**config.mk**
```make
export PLATFORM = sky130hd
export DESIGN_NAME = max_window
export DESIGN_NICKNAME = d
export VERILOG_FILES = /design/src/rtl/max_window.sv
export SDC_FILE = /design/constraint.sdc
export NUM_CORES = 1
export LEC_CHECK = 0
export CELL_PAD_IN_SITES_DETAIL_PLACEMENT = 0
export CELL_PAD_IN_SITES_GLOBAL_PLACEMENT = 1
export CORE_ASPECT_RATIO = 0.8
export CORE_UTILIZATION = 39
export DETAILED_ROUTE_END_ITERATION = 6
export PLACE_DENSITY_LB_ADDON = 0.1
export SETUP_SLACK_MARGIN = 0.02
export SLEW_MARGIN = 20
export SYNTH_ARGS = -nofsm -noshare
export SYNTH_HDL_FRONTEND = slang
export SYNTH_SLANG_ARGS = --single-unit
```
**constraint.sdc**
```tcl
create_clock -name clk -period 2.59 [get_ports clk]
set_input_delay 0.518 -clock clk [delete_from_list [all_inputs] [get_ports clk]]
set_output_delay 0.518 -clock clk [all_outputs]
set_load 0.005 [all_outputs]
```
**src/rtl/max_window.sv**
```systemverilog
// max_window: splits a valid-qualified stream into WIN-sample windows and emits each window's maximum and its index.
module max_window #(
   parameter int DW = 8,
   parameter int WIN = 16,
   parameter bit SIGNED = 1'b0,
   localparam int CW = (WIN > 1) ? $clog2(WIN) : 1
) (
   input  logic          clk,
   input  logic          master_rst,
   input  logic [DW-1:0] din,
   input  logic          din_valid,
   input  logic          frame_start,
   output logic [DW-1:0] max_out,
   output logic [CW-1:0] max_idx,
   output logic          max_valid,
   output logic          busy
);
   typedef enum logic {IDLE, ACC} state_t;
   state_t state_q, state_d;
   logic [CW-1:0] count_q, count_d, run_idx_q, run_idx_d, max_idx_q, max_idx_d;
   logic [DW-1:0] run_max_q, run_max_d, max_out_q, max_out_d;
   logic max_valid_q, max_valid_d, gt, last, load;
   always_comb begin
      gt = SIGNED ? ($signed(din) > $signed(run_max_q)) : (din > run_max_q);
      last = count_q == CW'(WIN - 1);
      load = din_valid && (state_q == IDLE || frame_start);
      state_d = state_q;
      count_d = count_q;
      run_max_d = run_max_q;
      run_idx_d = run_idx_q;
      max_out_d = max_out_q;
      max_idx_d = max_idx_q;
      max_valid_d = 1'b0;
      if (load) begin
         run_max_d = din;
         run_idx_d = '0;
         count_d = CW'(1);
         state_d = ACC;
         // a one-sample window completes on the very sample that opens it
         if (WIN == 1) begin
            max_out_d = din;
            max_idx_d = '0;
            max_valid_d = 1'b1;
            count_d = '0;
            state_d = IDLE;
         end
      end else if (frame_start) begin
         count_d = '0;
         state_d = IDLE;
      end else if (state_q == ACC && din_valid) begin
         run_max_d = gt ? din : run_max_q;
         run_idx_d = gt ? count_q : run_idx_q;
         count_d = count_q + CW'(1);
         if (last) begin
            max_out_d = run_max_d;
            max_idx_d = run_idx_d;
            max_valid_d = 1'b1;
            count_d = '0;
            state_d = IDLE;
         end
      end
   end
   always_ff @(posedge clk) begin
      if (master_rst) begin
         state_q <= IDLE;
         count_q <= '0;
         run_max_q <= '0;
         run_idx_q <= '0;
         max_out_q <= '0;
         max_idx_q <= '0;
         max_valid_q <= 1'b0;
      end else begin
         state_q <= state_d;
         count_q <= count_d;
         run_max_q <= run_max_d;
         run_idx_q <= run_idx_d;
         max_out_q <= max_out_d;
         max_idx_q <= max_idx_d;
         max_valid_q <= max_valid_d;
      end
   end
   assign max_out = max_out_q;
   assign max_idx = max_idx_q;
   assign max_valid = max_valid_q;
   assign busy = state_q == ACC;
endmodule

```
**Run 1: clock network drawn from the DEF**

The bar under the picture is 20 µm long.
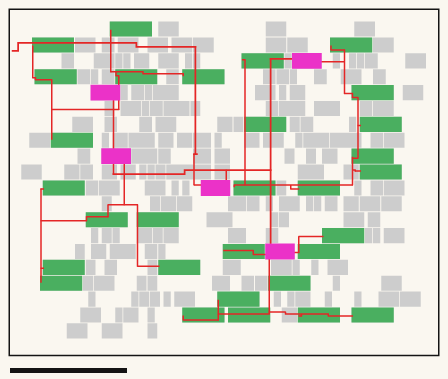
[clock wires] red | length: 410 µm
[cells driving clock nets] magenta | count: 5
[flip-flops] green | count: 30
flops lie: widely spread
clock skew: 0.00496 ns
P_clk: 348 µW
Clock Power Share: 35.6%
Late-Pin Clk Latency: 0.28 ns

**Run 1: placement by cell class**

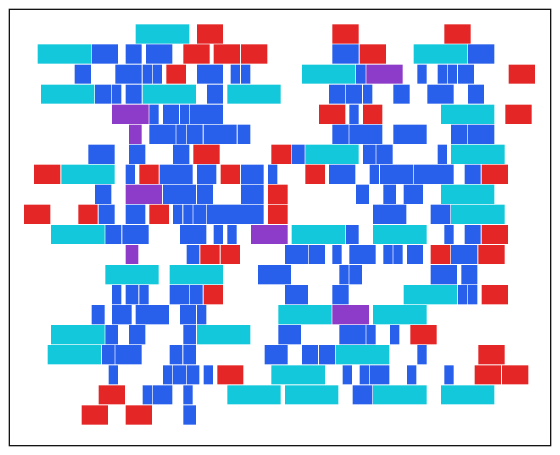
| class | colour | cells | share of their area |
|---|---|---|---|
| all other logic | blue | 140 | 47% |
| other buffers and delay cells | red | 39 | 18% |
| clock drivers and dummy loads | purple | 7 | 4.0% |
| flip-flops | cyan | 30 | 31% |
cell area after layout: 2020 µm²
row count: 20

**Run 1: metal layers overlaid**

The bar under the picture is 20 µm long. Only two layers are drawn.
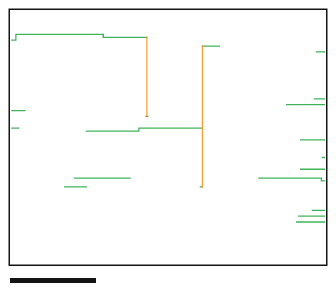
| layer | colour | wire length |
|---|---|---|
| met3 | green | 143 µm |
| met4 | orange | 51.0 µm |

**Run 1: supply network**

The bar under the picture is 20 µm long. Pins as bars on the die edge. Tap cells in grey.
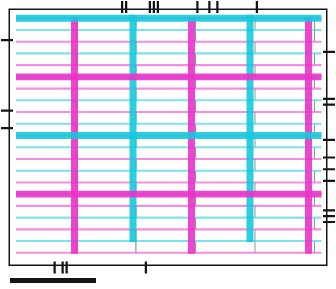
| net | colour |
|---|---|
| VDD | cyan |
| VSS | magenta |
signal pins: 26
tap cells: 55
rows: 20

==> results_dict.tcl, run 1 <==
# flow metrics
set metrics [dict create \
    status "completed" \
    die_x_um 73.3 \
    cts_setup_buffers 0 \
    crit_cells 7 \
    cp_max_fo 5 \
    grt_antenna_before_repair 0 \
    min_period_ns 2.30 \
    chipArea_um2 4330 \
    num_vias 1397 \
    n_fill_cell 383 \
    p_leak_nw 0.771 \
    core_area_um2 3850 \
    place_area_um2 1950 \
    critPathBufInv 2 \
    worst_r2r_startpoint "run_max_q[1]" \
    max_stage_delay_ns 0.44 \
    drt_wl_total_um 3660 \
    timing.fmax_mhz 435 \
    peakVddDrop_mv 0.227 \
    max_cap_viol_count 0 \
    finalPower_uw 977 \
    numCtsBuffers 5 \
    relSlewSlack_pct 77.4 \
    cts-root-buf "clkbuf_8" \
    synth_cell_type_count 31 \
    drv_slew 0 \
    drt-wirelength-per-cell_um 13.5 \
    whs_path_depth 2 \
    drtAntennaViolNets 0 \
    critical_path.slowest_cell "clkdlybuf4s50_1" \
    synth_seq_share_pct 37.9 \
    yosysWarnings 0 \
    clk_pin_slew_ns 0.06 \
    dp_hpwl_um 2560 \
    setup_slack_ns 0.294 \
    layout.nets 237 \
    synth.avg_cell_area_um2 8.71 \
]
## run 1: worst min-delay path, stage by stage, from the launching register on
cell,delay [ns]
dfxtp_1,0.31
nand2b_1,0.06
mux2i_1,0.05
## run 1: power breakdown
| group | internal (mW) | leakage, nW | total [mW] | switching, mW |
|---|---|---|---|---|
| registers | 0.472 | 0.244 | 0.481 | 0.00900 |
| clock network | 0.180 | 0.0438 | 0.348 | 0.169 |
| logic | 0.0679 | 0.483 | 0.147 | 0.0796 |
## run 1: registers in the layout, indices dropped and copies added, names as in the netlist
signal     count
max_valid      1
run_idx_q      4
busy           1
max_idx        4
run_max_q      8
max_out        8
count_q        4
## run 1: metrics by stage
step	hold WS (ns)	cells
final	0.475	271
after global routing	0.495	271
after CTS	0.477	271
after detailed placement	0.466	264
after global placement	0.459	264
after floorplan	0.449	182
## run 1: cell type report
class	count	area share, %
inverter	9	1.67
clock buffer	5	3.40
tap	55	3.40
timing repair buffer	39	17.6
sequential	30	29.7
multi-input combinational	131	43.8
clock inverter	2	0.494
## run 1: logic make-up after synthesis
| family | count (synthesis) | share of synthesized area, % |
|---|---|---|
| mux | 9 | 5.68 |
| flops | 30 | 37.9 |
| fa+ha+maj | 9 | 7.10 |
| simple gates | 81 | 25.8 |
| buf+inv | 21 | 6.16 |
| compound gates | 32 | 17.4 |
## run 1: Yosys cell counts, drive strengths merged
cell type  number  area [µm²]
a22oi           2        15.0
o211ai          1        7.51
ha              9         113
a211oi          4        35.0
buf             5        37.5
dfxtp          30         601
inv             9        33.8
and3            2        12.5
a211o           1        8.76
and2b           1        7.51
o21bai          1        7.51
nor2           31         116
nand3b          1        7.51
o21ai           3        15.0
nor3            5        25.0
nor2b           1        6.26
nand4           8        50.1
a311oi          1        15.0
o2bb2ai         4        35.0
a31oi           1        21.3
a21oi           5        25.0
mux2i           9        90.1
nand2b         20         125
nand2           4        15.0
clkbuf          7        26.3
o311a           9        90.1
nand3           7        35.0
and2            1        8.76
## run 1: worst max-delay path by stage
stage | startpoint | endpoint | slack (ns)
4_1_cts | din[7] | run_idx_q[2] | 0.30
6_report | din[7] | run_idx_q[2] | 0.29
3_3_place_gp | din[1] | run_idx_q[3] | 0.06
2_1_floorplan | din[1] | max_out[2] | 0.58
3_5_place_dp | din[7] | run_idx_q[2] | 0.01
5_1_grt | din[1] | run_idx_q[1] | 0.17
## run 1: layer usage
metal,routed length (µm),global-route usage [%],up-vias,part of all wire [%]
li1,-,-,713,-
met1,1850,23.8,658,51
met2,1620,30.8,21,44
met3,142,4.93,5,3.9
met4,51,9.24,0,1.4
met5,0,0,-,0
==> run 2, diff against run 1 <==
--- a/config.mk
+++ b/config.mk
@@ -5,10 +5,13 @@
 export SDC_FILE = /design/constraint.sdc
 export NUM_CORES = 1
 export LEC_CHECK = 0
+export ABC_AREA = 0
 export CELL_PAD_IN_SITES_DETAIL_PLACEMENT = 0
 export CELL_PAD_IN_SITES_GLOBAL_PLACEMENT = 1
 export CORE_ASPECT_RATIO = 0.8
 export CORE_UTILIZATION = 39
+export CTS_CLUSTER_DIAMETER = 40
+export CTS_CLUSTER_SIZE = 10
 export DETAILED_ROUTE_END_ITERATION = 6
 export PLACE_DENSITY_LB_ADDON = 0.1
 export SETUP_SLACK_MARGIN = 0.02
**Run 2: metal layers overlaid**

The bar under the picture is 20 µm long. Only two layers are drawn.
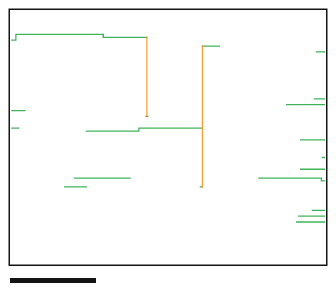
drt total wl: 3660 µm
WL per Instance: 13.5 µm
GRT Util Overall: 19.1%
DR vias: 1,397

**Run 2: supply network**

The bar under the picture is 20 µm long. Pins as bars on the die edge. Tap cells in grey.
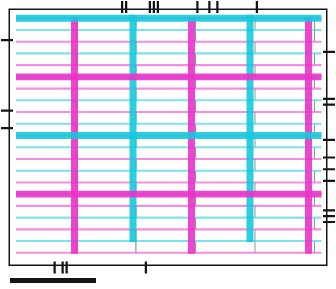
Peak supply drop: 0.227 mV
Core Area: 3850 µm²
Chip Height: 59.0 µm
Die X-Extent: 73.3 µm

==> results_dict.tcl, run 2 <==
# flow metrics
set metrics [dict create \
    status "completed" \
    cp_max_fo 5 \
    portBuffers 25 \
    setup_viol 0 \
    mi_logic_area_um2 887 \
    drcViolationCount 0 \
    synth-xor-area-share_pct 0 \
    regToRegSetupSlack_ns 0.60 \
    synthTopCellsByCount "nor2_1 (31), dfxtp_1 (30), nand2b_1 (20)" \
    numCtsBuffers 5 \
    post-route-period-util_pct 88.7 \
    adder_share_pct 7.10 \
    netlist.area_leader.share_pct 37.9 \
    clk_pin_slew_ns 0.06 \
    finalSetupTns_ns 0 \
    synth_flops 30 \
    cts_tree "done" \
    drtAntennaViolNets 0 \
    synthesis.area_um2 1590 \
    critical_path.slowest_cell "clkdlybuf4s50_1" \
    p_leak_nw 0.771 \
    ys_chip_area_um2 1590 \
    diodes 0 \
    finalHoldViolCount 0 \
    whs_path_depth 2 \
    yosysWarnings 0 \
    dr.pass1.iters 4 \
    crit_cells 7 \
    drive_above_1_share_pct 11.6 \
    synth_cell_type_count 31 \
    relSlewSlack_pct 77.4 \
    max_stage_delay_ns 0.44 \
    utilization_pct 52.5 \
    final_cells 271 \
    top_area_cell "dfxtp_1" \
    hold_buffers 0 \
    hp-class "reg2reg" \
    critPathTopFamily "AND-OR/OR-AND gates" \
    layout_top_cell "nor2_1" \
    synth.avg_cell_area_um2 8.71 \
    ys_sh_simple_pct 25.8 \
    timing.fmax_mhz 435 \
    chipArea_um2 4330 \
    ys_sh_mux_pct 5.68 \
    area_growth_pct 27.7 \
    drv_slew 0 \
    synth_seq_share_pct 37.9 \
    async_flop_share_pct 0 \
    yosys_cells 182 \
    edf_count 0 \
    p_per_area_nw_per_um2 483 \
    ys_sh_aoi_pct 17.4 \
    dominantRegCellSynth "dfxtp_1" \
    cts-root-buf "clkbuf_8" \
    vias_per_cell 5.15 \
    min_period_ns 2.30 \
    critPathBufInv 2 \
    cts_setup_buffers 0 \
    clock_sink_count 30 \
    skew_ns 0.00496 \
    gp_congestion 0.727 \
    max_cap_viol_count 0 \
    clock_path_buffers 2 \
    layout.nets 237 \
    dp_hpwl_um 2560 \
    synth.area.top_cells "dfxtp_1 (38%), nand2b_1 (7.9%), nor2_1 (7.3%), ha_1 (7.1%), mux2i_1 (5.7%)" \
    placed_cells 264 \
    reg2regPathDepth 8 \
    postSynthCellCount 182 \
    rows 20 \
    n_fill_cell 383 \
    finalPower_uw 977 \
    yosysMostFrequentCell "nor2_1" \
    grt_antenna_before_repair 0 \
    ys_top_logic_family "simple AND/OR/NAND/NOR gates" \
    clk_latency_ns 0.28 \
]
**Run 2: placement by cell class**

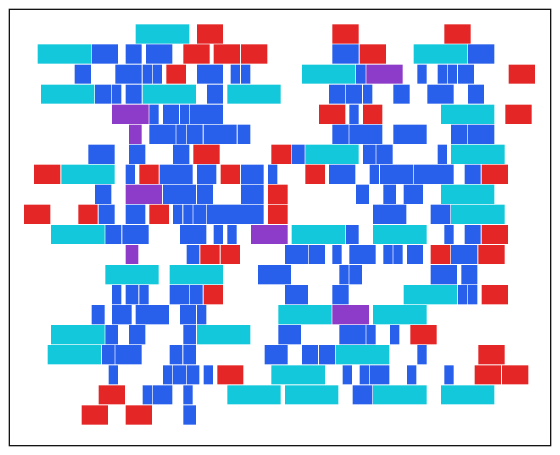
| class | colour | cells | share of their area |
|---|---|---|---|
| clock drivers and dummy loads | purple | 7 | 4.0% |
| all other logic | blue | 140 | 47% |
| flip-flops | cyan | 30 | 31% |
| other buffers and delay cells | red | 39 | 18% |

## run 2: worst min-delay path: stages (launching register included)
cell and delay (ns):
dfxtp_1 0.31, nand2b_1 0.06, mux2i_1 0.05
## run 2: worst paths after layout
path                       end    startpoint
setup reg to reg  run_idx_q[2]  run_max_q[1]
hold / removal    run_max_q[6]  run_max_q[6]
hold reg to reg   run_max_q[6]  run_max_q[6]
setup / recovery  run_idx_q[2]        din[7]
## run 2: area by class of cell
type | instances | share of cell area (%)
multi-input cells | 131 | 43.8
flip-flops and latches | 30 | 29.7
clock buffers | 5 | 3.40
inverters | 9 | 1.67
repair buffers | 39 | 17.6
well taps | 55 | 3.40
clock inverters | 2 | 0.494
## run 2: report_power, final
group,internal [mW],switching [mW],total (mW)
Sequential,0.472,0.00900,0.481
Combinational,0.0679,0.0796,0.147
Clock,0.180,0.169,0.348
## run 2: through the flow
stage | setup slack, ns | hold slack (ns) | instance area [µm²]
finish | 0.294 | 0.475 | 2020
detailed placement | 0.00991 | 0.466 | 1950
floorplan | 0.583 | 0.449 | 1590
CTS | 0.300 | 0.477 | 2020
global route | 0.174 | 0.495 | 2020
global placement | 0.0580 | 0.459 | 1950
## run 2: cells by family after synthesis
group / count (synthesis)
muxes: 9
adders and majority gates: 9
buffers and inverters: 21
and+or+nand+nor: 81
DFF: 30
AOI/OAI and AO/OA: 32
## run 2: metal layers
metal  part of all wire, %  GRT usage [%]
met1                    51           23.8
met3                   3.9           4.93
met5                     0              0
met2                    44           30.8
met4                   1.4           9.24
==> run 3, diff against run 2 <==
--- a/config.mk
+++ b/config.mk
@@ -6,9 +6,11 @@
 export NUM_CORES = 1
 export LEC_CHECK = 0
 export ABC_AREA = 0
+export CAP_MARGIN = 20
 export CELL_PAD_IN_SITES_DETAIL_PLACEMENT = 0
 export CELL_PAD_IN_SITES_GLOBAL_PLACEMENT = 1
 export CORE_ASPECT_RATIO = 0.8
+export CORE_MARGIN = 2
 export CORE_UTILIZATION = 39
 export CTS_CLUSTER_DIAMETER = 40
 export CTS_CLUSTER_SIZE = 10
**Run 3: placement by cell class**

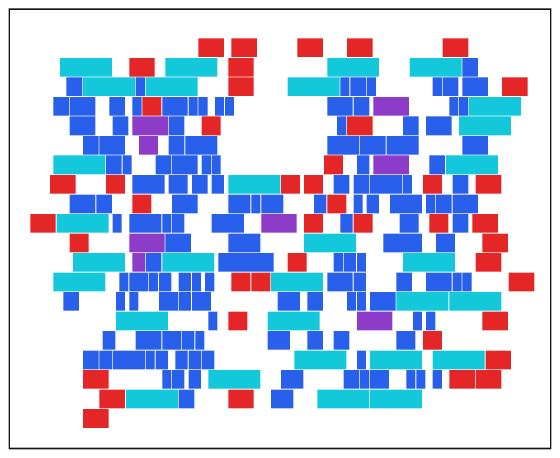
| class | colour | cells | share of their area |
|---|---|---|---|
| clock drivers and dummy loads | purple | 8 | 4.7% |
| flip-flops | cyan | 30 | 30% |
| all other logic | blue | 140 | 46% |
| other buffers and delay cells | red | 43 | 19% |
Core Util, Final: 53.7%
flop share of the area: 29.0%
cell area after layout: 2070 µm²

**Run 3: metal layers overlaid**

The bar under the picture is 20 µm long. Only two layers are drawn.
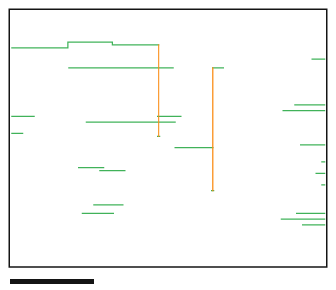
DR vias: 1,424
WL per Instance: 13.7 µm
drt total wl: 3790 µm
GRT Util Overall: 17.9%

==> results_dict.tcl, run 3 <==
# flow metrics
set metrics [dict create \
    cts_setup_buffers 0 \
    synth_seq_share_pct 37.9 \
    ys_chip_area_um2 1590 \
    dr.pass1.iters 4 \
    synth.avg_cell_area_um2 8.71 \
    whs_path_depth 2 \
    finalHoldViolCount 0 \
    skew_ns 0.00801 \
    status "completed" \
    core_area_um2 3850 \
    post-route-period-util_pct 88.2 \
    regToRegSetupSlack_ns 0.60 \
    top_area_cell "dfxtp_1" \
    dp_hpwl_um 2840 \
    critical_path.slowest_cell "clkdlybuf4s50_1" \
    rows 20 \
    min_period_ns 2.28 \
    gp_congestion 0.709 \
    timing.fmax_mhz 438 \
    numCtsBuffers 5 \
    finalSetupTns_ns 0 \
    synthTopCellsByCount "nor2_1 (31), dfxtp_1 (30), nand2b_1 (20)" \
    worst_r2r_startpoint "run_max_q[7]" \
    drtAntennaViolNets 0 \
    netlist.area_leader.share_pct 37.9 \
    reg2regPathDepth 7 \
    max_cap_viol_count 0 \
    hold_buffers 0 \
    area_growth_pct 30.6 \
    hold_end "run_idx_q[0]" \
    synthesis.area_um2 1590 \
    diodes 0 \
    chipArea_um2 4590 \
    dominantRegCellSynth "dfxtp_1" \
    p_leak_nw 0.793 \
    postSynthCellCount 182 \
    p_per_area_nw_per_um2 500 \
    max_stage_delay_ns 0.45 \
    clk_pin_slew_ns 0.07 \
    layout.nets 241 \
    drive_above_1_share_pct 13.6 \
    drcViolationCount 0 \
    synth.area.top_cells "dfxtp_1 (38%), nand2b_1 (7.9%), nor2_1 (7.3%), ha_1 (7.1%), mux2i_1 (5.7%)" \
    synth_cell_type_count 31 \
    grt_antenna_before_repair 0 \
    drv_slew 0 \
    async_flop_share_pct 0 \
    yosysMostFrequentCell "nor2_1" \
    cp_max_fo 5 \
    finalPower_mw 1.03 \
    vias_per_cell 5.16 \
    layout_top_cell "nor2_1" \
    cts-root-buf "clkbuf_8" \
    r2r_end "run_max_q[5]" \
    yosys_cells 182 \
    setup_viol 0 \
    relSlewSlack_pct 59.4 \
    clock_sink_count 30 \
    yosysWarnings 0 \
]
**Run 3: supply network**

The bar under the picture is 20 µm long. Pins as bars on the die edge. Tap cells in grey.
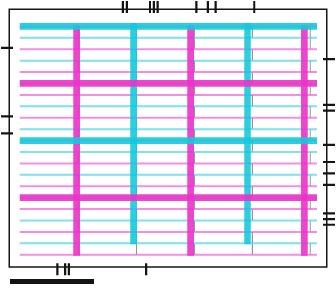
| net | colour |
|---|---|
| VSS | magenta |
| VDD | cyan |
met4 straps: 5
met1 rails: 21
Peak supply drop: 0.293 mV
Die X-Extent: 75.3 µm
Chip Height: 61.0 µm

[run 3: cell counts after synthesis]
Identical to the previous run, type by type.
[run 3: critical path: cells and delay by family]
kind / cells / cell delay (ns)
buf+inv: 2 / 0.63
compound gates: 2 / 0.58
fa+ha+maj: 1 / 0.36
simple gates: 2 / 0.21
mux: 1 / 0.19
[run 3: layout make-up]
type | instances | area [µm²]
clock inverter | 2 | 12.5
fill | 374 | 1780
clock buffer | 6 | 82.6
inverter | 9 | 33.8
sequential | 30 | 601
timing repair buffer | 43 | 385
multi-input combinational | 131 | 887
tap | 55 | 68.8
[run 3: worst max-delay path by stage]
stage	startpoint	end	slack, ns	depth (start not counted)
6_report	din[3]	run_max_q[5]	0.31	8
5_1_grt	din[7]	run_max_q[5]	0.19	7
4_1_cts	din[3]	run_max_q[5]	0.29	8
3_5_place_dp	din[3]	run_max_q[5]	0.007	8
3_3_place_gp	din[1]	run_max_q[5]	0.07	8
2_1_floorplan	din[1]	max_out[2]	0.58	7
[run 3: metal layers]
metal / share of wire (%) / vias to the layer above / track usage [%] / routed length, µm
li1: - / 722 / - / -
met1: 49 / 665 / 24.0 / 1850
met3: 4.9 / 5 / 4.91 / 186
met2: 45 / 32 / 27.7 / 1700
met5: 0 / - / 0 / 0
met4: 1.3 / 0 / 6.77 / 51
[run 3: per-stage QoR]
| step | utilization (%) | cells | area, µm² | hold slack (ns) | setup WS (ns) |
|---|---|---|---|---|---|
| CTS | 53.7 | 276 | 2070 | 0.478 | 0.291 |
| detailed placement | 51.3 | 268 | 1980 | 0.466 | 0.00670 |
| floorplan | - | 182 | 1590 | 0.449 | 0.583 |
| finish | 53.7 | 276 | 2070 | 0.478 | 0.306 |
| global placement | 51.3 | 268 | 1980 | 0.461 | 0.0652 |
| global route | 53.7 | 276 | 2070 | 0.504 | 0.191 |
[run 3: cell families (layout without fill, tap and decap cells)]
kind of cell               Yosys count  count (layout)  share of synthesized area, %
and+or+nand+nor                     81              81                          25.8
muxes                                9               9                          5.68
adders and majority gates            9               9                          7.10
DFF                                 30              30                          37.9
AOI/OAI and AO/OA                   32              32                          17.4
buffers and inverters               21              60                          6.16
[run 3: power breakdown]
| group | internal, mW | switching, mW | total, mW |
|---|---|---|---|
| combinational | 0.0724 | 0.0808 | 0.153 |
| clock | 0.213 | 0.187 | 0.400 |
| sequential | 0.472 | 0.00864 | 0.481 |
Power and IR drop assume default switching activity.
